### src/rtl/spi_ram_pkg.sv
// Shared types and constants for the SPI-attached command RAM.
// The SPI_RAM_PARITY_EN macro selects the parity-protected array build.
package spi_ram_pkg;

    localparam int unsigned FRAME_W = 10;

    typedef enum logic [1:0] {
        WR_ADDR = 2'b00,
        WR_DATA = 2'b01,
        RD_ADDR = 2'b10,
        RD_DATA = 2'b11
    } cmd_t;

    typedef enum logic {
        IDLE = 1'b0,
        HOLD = 1'b1
    } hold_state_t;

    function automatic logic even_par(input logic [7:0] d);
        return ^d;
    endfunction

endpackage

### src/rtl/spi_ram_array.sv
// Byte storage with a synchronous write port and an asynchronous read port.
// With SPI_RAM_PARITY_EN defined, each word carries an even-parity bit checked on read.
module spi_ram_array
    import spi_ram_pkg::*;
#(
    parameter int unsigned MEM_DEPTH = 256,
    parameter int unsigned AW        = 8
) (
    input  logic          clk,
    input  logic          we,
    input  logic [AW-1:0] addr,
    input  logic [7:0]    wdata,
    input  logic [AW-1:0] raddr,
    output logic [7:0]    rdata,
    output logic          perr
);

`ifdef SPI_RAM_PARITY_EN
    logic [8:0] mem [MEM_DEPTH];

    always_ff @(posedge clk) begin
        if (we) begin
            mem[addr] <= {even_par(wdata), wdata};
        end
    end

    assign rdata = mem[raddr][7:0];
    assign perr  = mem[raddr][8] ^ even_par(mem[raddr][7:0]);
`else
    logic [7:0] mem [MEM_DEPTH];

    always_ff @(posedge clk) begin
        if (we) begin
            mem[addr] <= wdata;
        end
    end

    assign rdata = mem[raddr];
    assign perr  = 1'b0;
`endif

endmodule

### src/rtl/spi_ram_ctrl.sv
// Command decoder, address registers and tx hold window for the SPI RAM.
// Optional parity checking is enabled by defining SPI_RAM_PARITY_EN.
module spi_ram_ctrl
    import spi_ram_pkg::*;
#(
    parameter int unsigned MEM_DEPTH = 256,
    parameter int unsigned TX_HOLD   = 9
) (
    input  logic               clk,
    input  logic               rst_n,
    input  logic [FRAME_W-1:0] rx_data,
    input  logic               rx_valid,
    output logic [7:0]         tx_data,
    output logic               tx_valid,
    output logic               parity_err
);

    localparam int unsigned AW    = $clog2(MEM_DEPTH);
    localparam int unsigned CW    = $clog2(TX_HOLD + 1);
    localparam logic [8:0]  DEPTH = 9'(MEM_DEPTH);

    logic          rx_valid_q;
    logic          acc;
    cmd_t          cmd;
    logic [7:0]    pl;
    logic [7:0]    wr_addr;
    logic [7:0]    rd_addr;
    logic          wr_ok;
    logic          rd_ok;
    logic          rd_acc;
    logic [7:0]    rdata;
    logic          perr;
    hold_state_t   state;
    logic [CW-1:0] cnt;

    assign acc    = rx_valid & ~rx_valid_q;
    assign cmd    = cmd_t'(rx_data[FRAME_W-1:FRAME_W-2]);
    assign pl     = rx_data[7:0];
    assign wr_ok  = {1'b0, wr_addr} < DEPTH;
    assign rd_ok  = {1'b0, rd_addr} < DEPTH;
    assign rd_acc = acc && (cmd == RD_DATA);

    spi_ram_array #(
        .MEM_DEPTH (MEM_DEPTH),
        .AW        (AW)
    ) u_array (
        .clk   (clk),
        .we    (acc && (cmd == WR_DATA) && wr_ok),
        .addr  (wr_addr[AW-1:0]),
        .wdata (pl),
        .raddr (rd_addr[AW-1:0]),
        .rdata (rdata),
        .perr  (perr)
    );

    always_ff @(posedge clk or negedge rst_n) begin
        if (!rst_n) begin
            rx_valid_q <= 1'b0;
            wr_addr    <= '0;
            rd_addr    <= '0;
        end else begin
            rx_valid_q <= rx_valid;
            if (acc) begin
                case (cmd)
                    WR_ADDR: wr_addr <= pl;
                    RD_ADDR: rd_addr <= pl;
                    default: ;
                endcase
            end
        end
    end

    // Any non-read command accepted during a window aborts it; tx_data keeps its value.
    always_ff @(posedge clk or negedge rst_n) begin
        if (!rst_n) begin
            state   <= IDLE;
            cnt     <= '0;
            tx_data <= '0;
        end else if (rd_acc) begin
            state   <= HOLD;
            cnt     <= CW'(TX_HOLD);
            tx_data <= rd_ok ? rdata : 8'h00;
        end else if (acc && (state == HOLD)) begin
            state <= IDLE;
            cnt   <= '0;
        end else if (state == HOLD) begin
            cnt <= cnt - CW'(1);
            if (cnt == CW'(1)) begin
                state <= IDLE;
            end
        end
    end

    assign tx_valid = (state == HOLD);

`ifdef SPI_RAM_PARITY_EN
    logic parity_err_q;

    always_ff @(posedge clk or negedge rst_n) begin
        if (!rst_n) begin
            parity_err_q <= 1'b0;
        end else if (rd_acc && rd_ok && perr) begin
            parity_err_q <= 1'b1;
        end
    end

    assign parity_err = parity_err_q;
`else
    // The array drives perr low when parity is compiled out.
    assign parity_err = perr;
`endif

endmodule

### config.mk
export PLATFORM = sky130hd
export DESIGN_NAME = spi_ram_ctrl
export DESIGN_NICKNAME = d
export VERILOG_FILES = /design/src/rtl/spi_ram_pkg.sv /design/src/rtl/spi_ram_array.sv /design/src/rtl/spi_ram_ctrl.sv
export SDC_FILE = /design/constraint.sdc
export NUM_CORES = 2
export LEC_CHECK = 0
export ABC_AREA = 1
export CORE_ASPECT_RATIO = 2
export CORE_MARGIN = 2
export CORE_UTILIZATION = 30
export CTS_CLUSTER_DIAMETER = 50
export CTS_CLUSTER_SIZE = 28
export DETAILED_ROUTE_END_ITERATION = 7
export PLACE_DENSITY = 0.53
export SLEW_MARGIN = 15
export SYNTH_ARGS = -nofsm -noshare
export SYNTH_HDL_FRONTEND = slang
export SYNTH_SLANG_ARGS = --single-unit
### constraint.sdc
create_clock -name clk -period 3.24 [get_ports clk]
set_clock_uncertainty 0.1 [all_clocks]
set_input_delay 0.648 -clock clk [delete_from_list [all_inputs] [get_ports clk]]
set_output_delay 0.648 -clock clk [all_outputs]
set_load 0.02 [all_outputs]
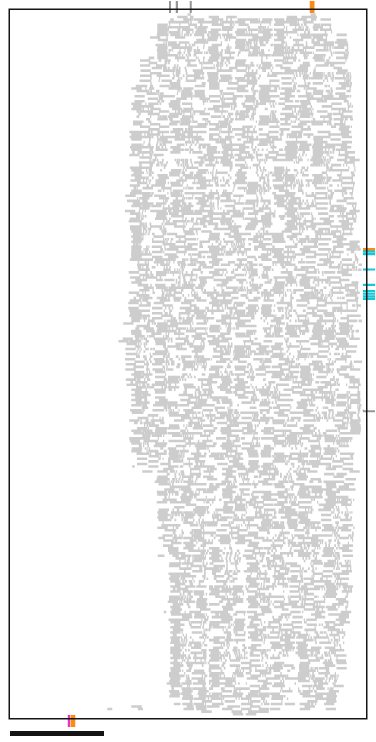
io_placement.png
Bar = 100 um. Pins as bars across the die edge, other pins in grey.
Key: tx_data = cyan [pins 8, direction output, edge right]; clk = magenta [pins 1, direction input, edge bottom]; rx_data = orange [pins 10, direction input, edge 4 bottom, 4 top, 2 right]

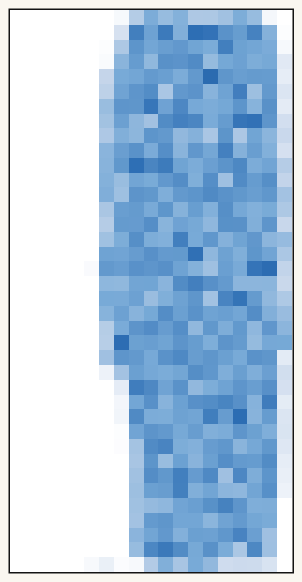
cell_density.png
The die is cut into 19 by 38 equal tiles; white is low, dark blue is high, 0 to 100% covered.
The emptiest ninth of the die: bottom left. 36% of the tiles are nearly empty. The mean over all tiles is 32%.

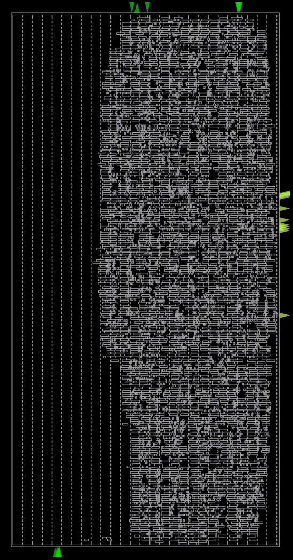
placement.png
fill cell count: 27735
final core utilization: 34.2%
flip-flops: 2078
Tapcell Cnt: 3739
Rows: 275

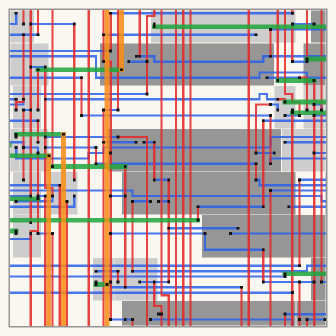
detail.png
Window x 274 to 294, y 556 to 576 um. Cells in grey, sequential cells in the stronger grey; small squares are vias.
Key: metal 2 = red; metal 4 = orange; metal 3 = green; metal 1 = blue
17 logic cells have their middle in the window. Netlist names of flops here include u_array.mem (5). Most frequent: nand3_1 (6), edfxtp_1 (5). Sequential cells in the window: 5.

==> results.py <==
# Flow results
metrics = {
    "cells_and_area": {
        "clock_area_share_pct": 3.62,
        "num-clock-buffers": 117,
        "sh_comb_area_pct": 20.4,
        "largest-register": "u_array.mem",
        "area_delta_synth_final_pct": 13.4,
        "layout_top_cells": "2105 x nand2_1, 2048 x edfxtp_1, 2045 x nand3_1",
        "layout_top_cell": "nand2_1",
        "design_area_sq_um": 95700,
        "inv_count": 58,
        "n_antenna_cell": 4,
        "seq-cell-share_pct": 65.1,
        "regArea_sq_um": 62300,
        "drive_above_1_share_pct": 9.53,
        "signal_buffers": 526,
        "largest_reg_flops": 2048,
        "buffer_area_share_pct": 5.78,
        "mi_logic_area_sq_um": 19500,
        "largest_cell_class": "flip-flops and latches",
        "final_cells": 11059,
        "num-multi-input-gates": 4481,
    },
    "logic_synthesis": {
        "ys.flop_type": "edfxtp_1",
        "syn_nets": 7118,
        "ys_cells": 7103,
        "ys_sh_adder_pct": 0.0297,
        "ys_seq_share_pct": 73.8,
        "async_flop_share_pct": 1.44,
        "synth_cells": 7103,
        "area_leaders": "edfxtp_1 73%, nand3_1 12%, nand2_1 9.4%, buf_2 1.7%, nor2_1 1.3%",
        "synth_cell_type_count": 23,
        "netlist.area_leader.share_pct": 72.9,
        "synthXorXnorAreaFrac_pct": 0.0104,
        "top_cells_by_count": "2119 x nand2_1, 2048 x edfxtp_1, 2045 x nand3_1, 287 x nor2_1, 283 x buf_2",
        "edf_count": 2048,
        "yosys-mux-area-fraction_pct": 0,
        "synth_warnings": 0,
        "yosysChipArea_sq_um": 84400,
        "simple_gate_share_pct": 22.9,
        "syn_avg_cell_area_sq_um": 11.9,
        "aoi_share_pct": 0.147,
        "synth-seq-cells": 2078,
        "yosys.area.top_type": "edfxtp_1",
        "yosysMostFrequentCell": "nand2_1",
        "logic_family": "simple AND/OR/NAND/NOR gates",
        "syn-cell-area_sq_um": 84400,
    },
    "critical_path": {
        "r2r_slack_ns": 0.20,
        "cp-endpoint": "tx_data[3]$_DFFE_PN0P_",
        "worstSetupStartpointType": "flop",
        "worstPathCellList": "inv_16 -> buf_12 -> nand2_1 -> nand3_1 -> nand3_1 -> nand3_1 -> nand3_1 -> nand3_1 -> nand3_1 -> nand3_1 -> nand3_1 -> nand2_1",
        "crit_required_ns": 3.85,
        "critPathTopFamily": "simple AND/OR/NAND/NOR gates",
        "crit_buf_inv": 2,
        "path_max_fanout": 51,
        "crit_cells": 12,
        "rr_endpoint": "tx_data[3]$_DFFE_PN0P_",
        "arrival_ns": 3.65,
        "cpMaxStageDelayCell": "dfrtp_4",
        "startpoint": "rd_addr[0]$_DFFE_PN0P_",
        "cpPeakStageDelay_ns": 0.56,
        "reg2reg_depth": 12,
        "worst-setup-path-type": "reg -> reg",
        "crit_top_cell": "nand3_1",
        "end_kind": "flop",
        "timing.rr.start": "rd_addr[0]$_DFFE_PN0P_",
    },
    "floorplanning": {
        "chipArea_sq_um": 286000,
        "core-area_sq_um": 280000,
        "initCoreUtil_pct": 30.1,
        "pin_count": 23,
        "die-width_um": 379,
        "die_h_um": 754,
    },
    "clocking": {
        "insertion_delay_ns": 0.76,
        "h-tree-depth": 3,
        "cts_setup_buffers": 0,
        "cts_tree": "done",
        "cts_hold_buf": 1,
        "cts_buffers": 101,
        "cts_resized": 0,
        "clock_path_buffers": 3,
        "cts_sinks": 2078,
        "cts_root_buffer": "clkbuf_16",
        "clk_pin_slew_ns": 0.11,
    },
    "sta": {
        "period_used_pct": 93.9,
        "finalHoldViolCount": 0,
        "setup-tns-final_ns": 0,
        "tightest_slew_ns": 0.980,
        "rsz0062_at_grt": "no",
        "timing.final.max_slew_violations": 0,
        "fin_hold_ws_ns": 0.163,
        "timing.slew.headroom_pct": 34.7,
        "fmax_mhz": 329,
        "finalWorstSetupSlack_ns": 0.197,
    },
    "hold_path": {
        "min-delay-start": "rx_data[0]",
        "whs_path_depth": 1,
        "hold_path_end": "u_array.mem[154][0]$_DFFE_PP_",
        "hold_class": "in -> reg",
    },
    "placed_design": {
        "globalplace.congestion": 0.908,
        "place_area_sq_um": 92200,
        "dp_worst_setup_slack_ns": -0.492,
        "dp.cells": 10881,
        "hpwl_mm": 178,
        "portBuffers": 21,
    },
    "routing": {
        "route.met3.wl_mm": 11.0,
        "wl_per_cell_um": 23.8,
        "top_layer_used": "met5",
        "wl_met1_mm": 89.5,
        "wl_mm": 263,
        "route.met2.wl_mm": 144,
        "drc": 0,
        "vias_per_cell": 4.94,
        "vias": 54649,
        "drtAntennaViolNets": 0,
        "dr.pass1.iters": 6,
    },
    "power_and_ir_drop": {
        "powerClk_uw": 15600,
        "powerDensity_nw_per_um2": 594,
        "swShare_pct": 30.7,
        "seq_power_share_pct": 52.4,
        "seq_cell_power_uw": 29800,
        "netSwitchingPower_uw": 17400,
        "peakVddDrop_mv": 0.414,
        "power_frac_clock_pct": 27.5,
        "combPwrFrac_pct": 20.2,
        "power_uw": 56900,
        "power.group.top": "registers",
        "comb_power_uw": 11500,
        "p_leak_uw": 0.0329,
        "p_int_uw": 39400,
    },
    "grt": {
        "gr-max-usage-layer": "met2",
        "grtUsageMet3_pct": 1.74,
        "grtUsageMet1_pct": 18.4,
        "grt_overflow_total": 0,
        "grt_pass1_wl_mm": 375,
        "grt_util_met2_pct": 34.5,
        "grt_max_degree": 124,
        "antenna_found_initial": 5,
        "grt_pass1_vias": 55495,
        "grtUsageTotal_pct": 18.1,
    },
    "run_status": {
        "status": "finished, final reports clean",
    },
    "job": {
        "maxCapViolCount": 0,
        "warnings": 46,
    },
}
